===== src/rtl/lsu_pkg.sv =====
// Shared types and widths for the load/store unit.
package lsu_pkg;

    localparam int DATA_W = 16;
    localparam int ADDR_W = 16;
    localparam int DST_W  = 3;

    typedef enum logic [1:0] {
        ST_IDLE = 2'd0,
        ST_REQ  = 2'd1,
        ST_RESP = 2'd2
    } lsu_state_e;

endpackage


===== src/rtl/lsu_timeout_cnt.sv =====
// Wait counter for an outstanding memory access; tc flags the last allowed REQ cycle.
module lsu_timeout_cnt #(
    parameter int TIMEOUT = 15
) (
    input  logic clk,
    input  logic rst_n,
    input  logic clr,
    input  logic en,
    output logic tc
);

    localparam logic [7:0] TC_VAL = 8'(TIMEOUT - 1);

    logic [7:0] cnt_r;

    // Count REQ cycles without ack; clear takes priority over enable
    always_ff @(posedge clk or negedge rst_n) begin
        if (!rst_n) begin
            cnt_r <= 8'd0;
        end else if (clr) begin
            cnt_r <= 8'd0;
        end else if (en) begin
            cnt_r <= cnt_r + 8'd1;
        end
    end

    assign tc = (cnt_r == TC_VAL);

endmodule


===== src/rtl/load_store_unit.sv =====
// Single-outstanding load/store unit between the EX/MEM register and data memory.
// Optional misaligned-address rejection is enabled by defining LSU_ALIGN_CHECK_EN.
module load_store_unit
    import lsu_pkg::*;
#(
    parameter int TIMEOUT = 15
) (
    input  logic              clk,
    input  logic              rst_n,
    input  logic              ex_valid,
    input  logic              ex_mem_read,
    input  logic              ex_mem_write,
    input  logic [ADDR_W-1:0] ex_addr,
    input  logic [DATA_W-1:0] ex_wdata,
    input  logic [DST_W-1:0]  ex_dst,
    output logic              stall,
    output logic              mem_req,
    output logic              mem_we,
    output logic [ADDR_W-1:0] mem_addr,
    output logic [DATA_W-1:0] mem_wdata,
    input  logic              mem_ack,
    input  logic [DATA_W-1:0] mem_rdata,
    output logic              wb_valid,
    output logic [DATA_W-1:0] wb_data,
    output logic [DST_W-1:0]  wb_dst,
    output logic              err
);

    lsu_state_e        state_r, state_nxt_s;
    logic [ADDR_W-1:0] addr_r;
    logic [DATA_W-1:0] wdata_r;
    logic              we_r;
    logic [DST_W-1:0]  dst_r;
    logic              wb_valid_r;
    logic [DATA_W-1:0] wb_data_r;
    logic [DST_W-1:0]  wb_dst_r;
    logic              err_r;

    logic in_req_s, misalign_s, accept_s, illegal_s, ack_s, timeout_s, tc_s, stall_s;

    // Request decode, next-state selection and the combinational stall
    always_comb begin
        in_req_s    = (state_r == ST_REQ);
`ifdef LSU_ALIGN_CHECK_EN
        misalign_s  = ex_addr[0] & (ex_mem_read | ex_mem_write);
`else
        misalign_s  = 1'b0;
`endif
        accept_s    = ~in_req_s & ex_valid & (ex_mem_read ^ ex_mem_write) & ~misalign_s;
        illegal_s   = ~in_req_s & ex_valid & ((ex_mem_read & ex_mem_write) | misalign_s);
        ack_s       = in_req_s & mem_ack;
        timeout_s   = in_req_s & ~mem_ack & tc_s;
        stall_s     = rst_n & (in_req_s | accept_s);
        state_nxt_s = ST_IDLE;
        case (state_r)
            ST_IDLE, ST_RESP: begin
                if (accept_s) begin
                    state_nxt_s = ST_REQ;
                end else begin
                    state_nxt_s = ST_IDLE;
                end
            end
            ST_REQ: begin
                if (ack_s) begin
                    state_nxt_s = ST_RESP;
                end else if (timeout_s) begin
                    state_nxt_s = ST_IDLE;
                end else begin
                    state_nxt_s = ST_REQ;
                end
            end
            default: state_nxt_s = ST_IDLE;
        endcase
    end

    // State, latched request fields (zeroed outside REQ) and writeback/err pulses
    always_ff @(posedge clk or negedge rst_n) begin
        if (!rst_n) begin
            state_r    <= ST_IDLE;
            addr_r     <= {ADDR_W{1'b0}};
            wdata_r    <= {DATA_W{1'b0}};
            we_r       <= 1'b0;
            dst_r      <= {DST_W{1'b0}};
            wb_valid_r <= 1'b0;
            wb_data_r  <= {DATA_W{1'b0}};
            wb_dst_r   <= {DST_W{1'b0}};
            err_r      <= 1'b0;
        end else begin
            state_r    <= state_nxt_s;
            wb_valid_r <= ack_s & ~we_r;
            err_r      <= illegal_s | timeout_s;
            if (accept_s) begin
                addr_r  <= ex_addr;
                wdata_r <= ex_wdata;
                we_r    <= ex_mem_write;
                dst_r   <= ex_dst;
            end else if (ack_s | timeout_s) begin
                addr_r  <= {ADDR_W{1'b0}};
                wdata_r <= {DATA_W{1'b0}};
                we_r    <= 1'b0;
            end
            if (ack_s & ~we_r) begin
                wb_data_r <= mem_rdata;
                wb_dst_r  <= dst_r;
            end
        end
    end

    lsu_timeout_cnt #(
        .TIMEOUT (TIMEOUT)
    ) u_timeout_cnt (
        .clk   (clk),
        .rst_n (rst_n),
        .clr   (accept_s | ack_s | timeout_s),
        .en    (in_req_s & ~mem_ack),
        .tc    (tc_s)
    );

    assign stall     = stall_s;
    assign mem_req   = in_req_s;
    assign mem_we    = we_r;
    assign mem_addr  = addr_r;
    assign mem_wdata = wdata_r;
    assign wb_valid  = wb_valid_r;
    assign wb_data   = wb_data_r;
    assign wb_dst    = wb_dst_r;
    assign err       = err_r;

endmodule


===== config.mk =====
export PLATFORM = sky130hd
export DESIGN_NAME = load_store_unit
export DESIGN_NICKNAME = d
export VERILOG_FILES = /design/src/rtl/lsu_pkg.sv /design/src/rtl/lsu_timeout_cnt.sv /design/src/rtl/load_store_unit.sv
export SDC_FILE = /design/constraint.sdc
export NUM_CORES = 1
export LEC_CHECK = 0
export ABC_AREA = 1
export CELL_PAD_IN_SITES_DETAIL_PLACEMENT = 1
export CELL_PAD_IN_SITES_GLOBAL_PLACEMENT = 1
export CORE_MARGIN = 2
export CORE_UTILIZATION = 34
export CTS_BUF_LIST = sky130_fd_sc_hd__clkbuf_4 sky130_fd_sc_hd__clkbuf_8 sky130_fd_sc_hd__clkbuf_16
export CTS_CLUSTER_SIZE = 14
export DETAILED_ROUTE_END_ITERATION = 8
export PLACE_DENSITY = 0.88
export RECOVER_POWER = 25
export REMOVE_ABC_BUFFERS = 1
export SLEW_MARGIN = 20
export SYNTH_ARGS = -nofsm -noshare
export SYNTH_HDL_FRONTEND = slang
export SYNTH_SLANG_ARGS = --single-unit

===== constraint.sdc =====
create_clock -name clk -period 3.57 [get_ports clk]
set_input_delay 0.8925 -clock clk [delete_from_list [all_inputs] [get_ports clk]]
set_output_delay 0.8925 -clock clk [all_outputs]
set_load 0.01 [all_outputs]

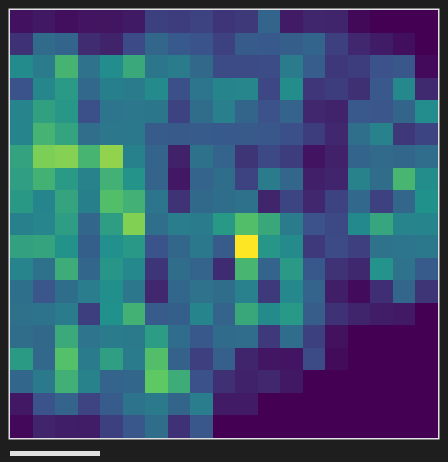
Figure 1: run 1, wiring heat map.
The bar under the picture is 20 µm long. 19 x 19 tiles, from dark purple (low) to yellow (high), scaled to the fullest tile. Values are wire area over tile area, all layers added.
fullest tile: 0.48
tiles over half the peak: 15%
emptiest ninth of the die: south-east

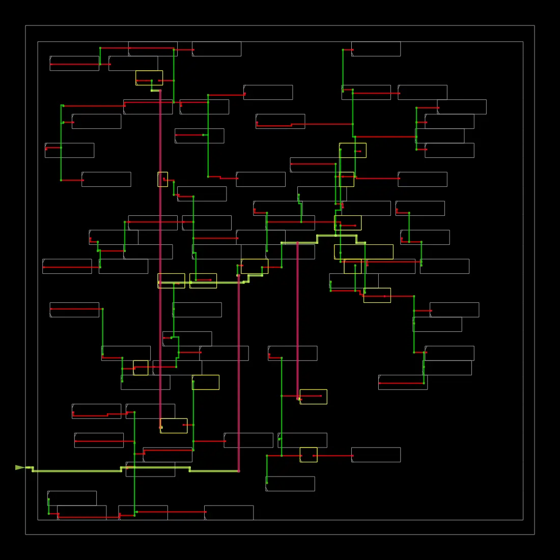
Figure 2: run 1, clock routing.
CTS sink count: 67
clk_skew: 0.0162 ns
CTS buffer count: 9

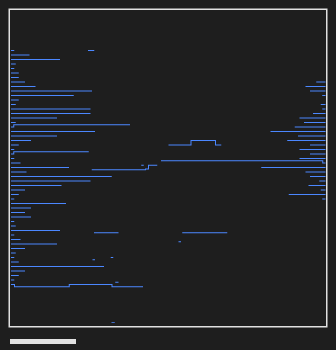
Figure 3: run 1, the metal 3 layer.
The bar under the picture is 20 µm long.
wire length on this layer: 765 µm
main direction: horizontal
longest straight run: 48.8 µm
nets with wire on the layer: 83

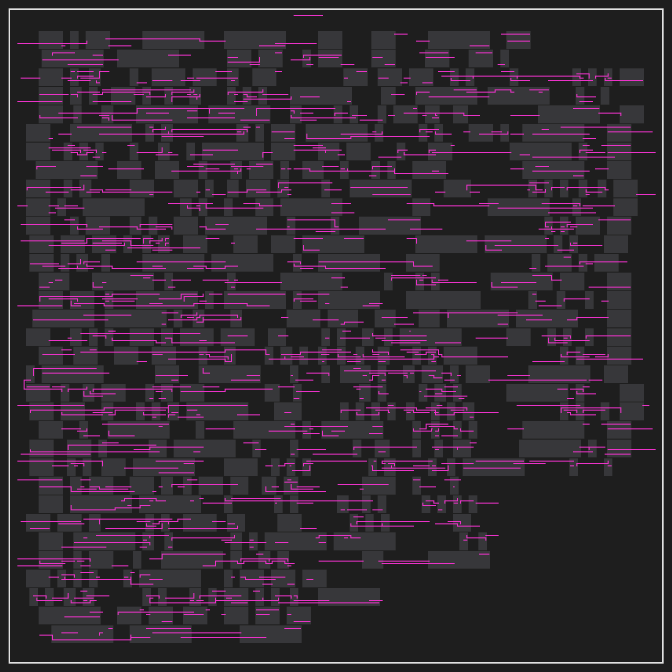
Figure 4: run 1, M1 wires.
share of all routed wire: 39%
main direction: horizontal
nets with wire on the layer: 414

==> Slide: Implementation Results, run 1 <==
Key Metrics from the Run

Worst hold path
  • Hold Path Sink: wb_data[3]$_DFFE_PN0P_
  • Hold path cells: 2

Place
  • Post-DP HPWL: 5.84 mm
  • Post-Place Cell Area: 4030 µm²
  • Placer Congestion: 0.792
  • Post-Place Cells: 533

Finish
  • Combinational share of cell area: 23.3%
  • Signal inverters: 19
  • Most frequent cells in the layout: 155 x nand2_1, 110 x clkdlybuf4s50_1, 67 x dfrtp_1, 38 x nand3_1, 18 x inv_1
  • Top logic cell by instance count in the layout: nand2_1
  • Fraction of area in clock buffers and inverters: 4.85%
  • Ant. Diodes: 0
  • Gate Area: 985 µm²
  • Area growth syn-to-layout: 48.4%
  • Fin util: 51.7%
  • Mi-comb count: 225
  • Flop count: 67
  • Largest class: sequential cells
  • Non-clk bufs: 117
  • Nets: 499
  • Clock Buffer Count: 11

Global routing
  • GRT Util Overall: 18.8%
  • Top Usage Layer GRT: met2
  • Grt ovf: 0
  • Largest net degree at the start of global routing: 68
  • Met3 usage in global routing: 7.51%
  • Routing usage on met1: 21.1%

Power and ir drop
  • Comb pwr share: 35.9%
  • Power Clock: 0.652 mW
  • Flop pwr share: 40.7%
  • Leading power group: sequential cells
  • Pwr dens: 661 nW/µm²
  • Sw frac: 32.0%
  • Total power: 2.79 mW
  • Sequential group power: 1.14 mW

Flow run
  • Max-Cap Viols: 1
  • Tool warnings: 26

Clock network
  • Clock Tree Root: clkbuf_8
  • Clock Path Buffers: 2
  • H-tree levels: 3
  • Clock transition at path regs: 0.07 ns

Logic synthesis
  • Distinct lib cells: 21
  • Simple Share, Synth: 30.8%
  • Adder Share, Synth: 1.32%
  • Netlist Area Pre-Place: 2850 µm²
  • EDFF count, synth: 0
  • Cells in synth_stat.txt: 325
  • Cell count after synthesis: 325
  • Yosys aoi share: 1.89%
  • Yosys Chip Area: 2850 µm²
  • Syn Area/Cell: 8.76 µm²
  • Ys async rst share: 100%
  • Top area cell types: dfrtp_1 59%, nand2_1 20%, nand3_1 6.7%
  • Largest area contributor in the netlist: dfrtp_1
  • Top cell type's share of synthesized area: 58.9%
  • Commonest cells in the netlist: 155 x nand2_1, 67 x dfrtp_1, 38 x nand3_1, 18 x inv_1, 8 x nor2_1

Worst setup path
  • Worst R2R End: wb_data[15]$_DFFE_PN0P_
  • Worst r2r src: state_r[0]$_DFF_PN0_
  • CP arrival: 2.58 ns
  • Worst R2R Setup Slack: 1.81 ns
  • Crit path buf inv count: 3
  • CP Capture Point: stall
  • CP Launch Type: input pin
  • Worst path required time: 2.68 ns
  • Worst path slowest cell: clkdlybuf4s50_1
  • CP peak stage delay: 0.54 ns

Route
  • Post-DR wirelength/cell: 14.4 µm
  • WL met1: 3.10 mm
  • Via count: 2586
  • Drt via density: 4.71
  • Detailed Route WL: 7.89 mm
  • ANT nets after route: 0
  • DRT iter0 DRCs: 50

Timing
  • Final Slew Violations: 68
  • Hold Slack: 0.486 ns
  • Fin crit share: 97.2%
  • Period minus WS final: 3.47 ns
  • Max Freq: 288 MHz
  • Worst Max-Slew Pin Slew: 1.66 ns

Floorplan
  • I/O Pins: 113
  • Die Area: 9120 µm²

Outcome
  • Status: finished with violations
  • Failing checks: max-capacitance violations, max-slew violations
==> run 1 -> run 2 <==
--- a/config.mk
+++ b/config.mk
@@ -6,6 +6,7 @@
 export NUM_CORES = 1
 export LEC_CHECK = 0
 export ABC_AREA = 1
+export CAP_MARGIN = 0
 export CELL_PAD_IN_SITES_DETAIL_PLACEMENT = 1
 export CELL_PAD_IN_SITES_GLOBAL_PLACEMENT = 1
 export CORE_MARGIN = 2
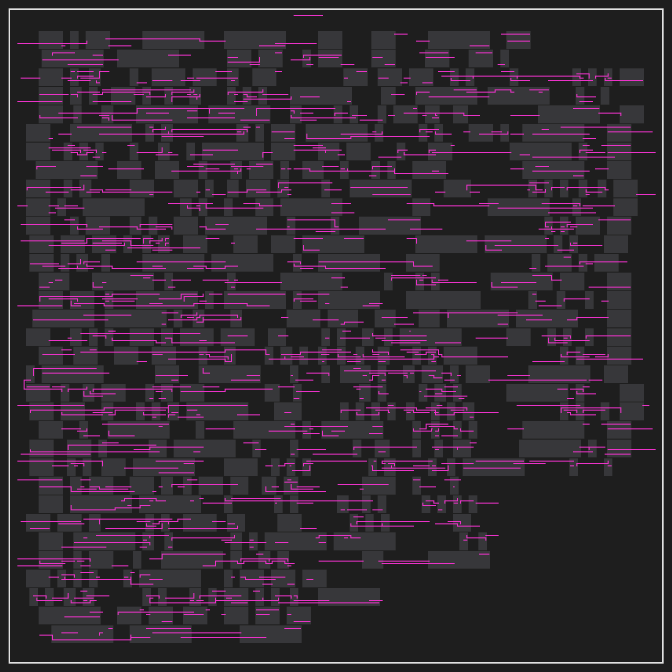
Figure 5: run 2, M1 wires.
longest straight run: 24.1 µm
wire length on this layer: 3100 µm
nets with wire on the layer: 414
share of all routed wire: 39%

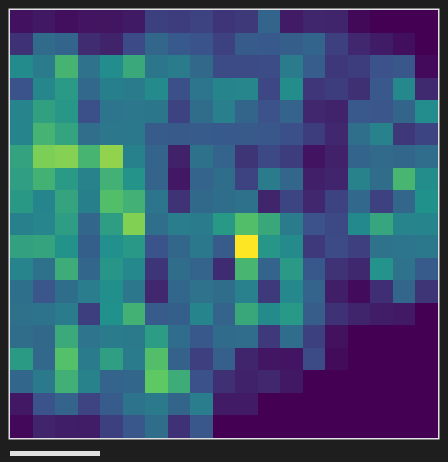
Figure 6: run 2, wiring heat map.
The bar under the picture is 20 µm long. 19 x 19 tiles, from dark purple (low) to yellow (high), scaled to the fullest tile. Values are wire area over tile area, all layers added.
fullest tile: 0.48
mean over tiles: 0.14
densest ninth of the die: west
emptiest ninth of the die: south-east
nearly empty tiles: 10%
tiles over half the peak: 15%

==> Slide: Implementation Results, run 2 <==
Key Metrics from the Run

Route
  • Drt via density: 4.71
  • Post-DR wirelength/cell: 14.4 µm
  • Detailed Route WL: 7.89 mm
  • Via count: 2586
  • DRT iter0 DRCs: 50

Finish
  • Signal inverters: 19
  • Nets: 499
  • Non-clk bufs: 117
  • Most frequent cells in the layout: 155 x nand2_1, 110 x clkdlybuf4s50_1, 67 x dfrtp_1, 38 x nand3_1, 18 x inv_1
  • Mi-comb count: 225
  • Ant. Diodes: 0
  • Top logic cell by instance count in the layout: nand2_1
  • Flop count: 67
  • Fin util: 51.7%
  • Area growth syn-to-layout: 48.4%
  • Largest class: sequential cells
  • Combinational share of cell area: 23.3%
  • Fraction of area in clock buffers and inverters: 4.85%

Clock network
  • Clock Path Buffers: 2
  • CTS sink count: 67

Timing
  • Fin crit share: 97.2%
  • Max Freq: 288 MHz
  • Period minus WS final: 3.47 ns
  • Hold Slack: 0.486 ns
  • Final Slew Violations: 68

Global routing
  • Grt ovf: 0
  • Top Usage Layer GRT: met2
  • Routing usage on met1: 21.1%
  • Met3 usage in global routing: 7.51%
  • Largest net degree at the start of global routing: 68

Logic synthesis
  • Cells in synth_stat.txt: 325
  • Distinct lib cells: 21
  • Cell count after synthesis: 325
  • Top cell type's share of synthesized area: 58.9%
  • Largest area contributor in the netlist: dfrtp_1
  • Simple Share, Synth: 30.8%
  • Netlist Area Pre-Place: 2850 µm²
  • EDFF count, synth: 0
  • Top area cell types: dfrtp_1 59%, nand2_1 20%, nand3_1 6.7%
  • Adder Share, Synth: 1.32%
  • Ys async rst share: 100%
  • Commonest cells in the netlist: 155 x nand2_1, 67 x dfrtp_1, 38 x nand3_1, 18 x inv_1, 8 x nor2_1
  • Syn Area/Cell: 8.76 µm²

Power and ir drop
  • Power Clock: 0.652 mW
  • Sw frac: 32.0%
  • Pwr dens: 661 nW/µm²
  • Flop pwr share: 40.7%
  • Leading power group: sequential cells
  • Total power: 2.79 mW
  • Sequential group power: 1.14 mW

Worst setup path
  • CP peak stage delay: 0.54 ns
  • Worst R2R Setup Slack: 1.81 ns
  • CP Capture Point: stall
  • Worst r2r src: state_r[0]$_DFF_PN0_
  • CP arrival: 2.58 ns
  • Worst R2R End: wb_data[15]$_DFFE_PN0P_
  • CP Launch Type: input pin
  • Worst path required time: 2.68 ns
  • Worst path slowest cell: clkdlybuf4s50_1

Place
  • Post-DP HPWL: 5.84 mm
  • Post-Place Cell Area: 4030 µm²
  • Post-Place Cells: 533
  • Placer Congestion: 0.792

Worst hold path
  • Hold path cells: 2
  • Hold Path Sink: wb_data[3]$_DFFE_PN0P_

Flow run
  • Max-Cap Viols: 1

Outcome
  • Failing checks: max-capacitance violations, max-slew violations
  • Status: finished with violations

Floorplan
  • I/O Pins: 113
Power and IR drop assume default switching activity.
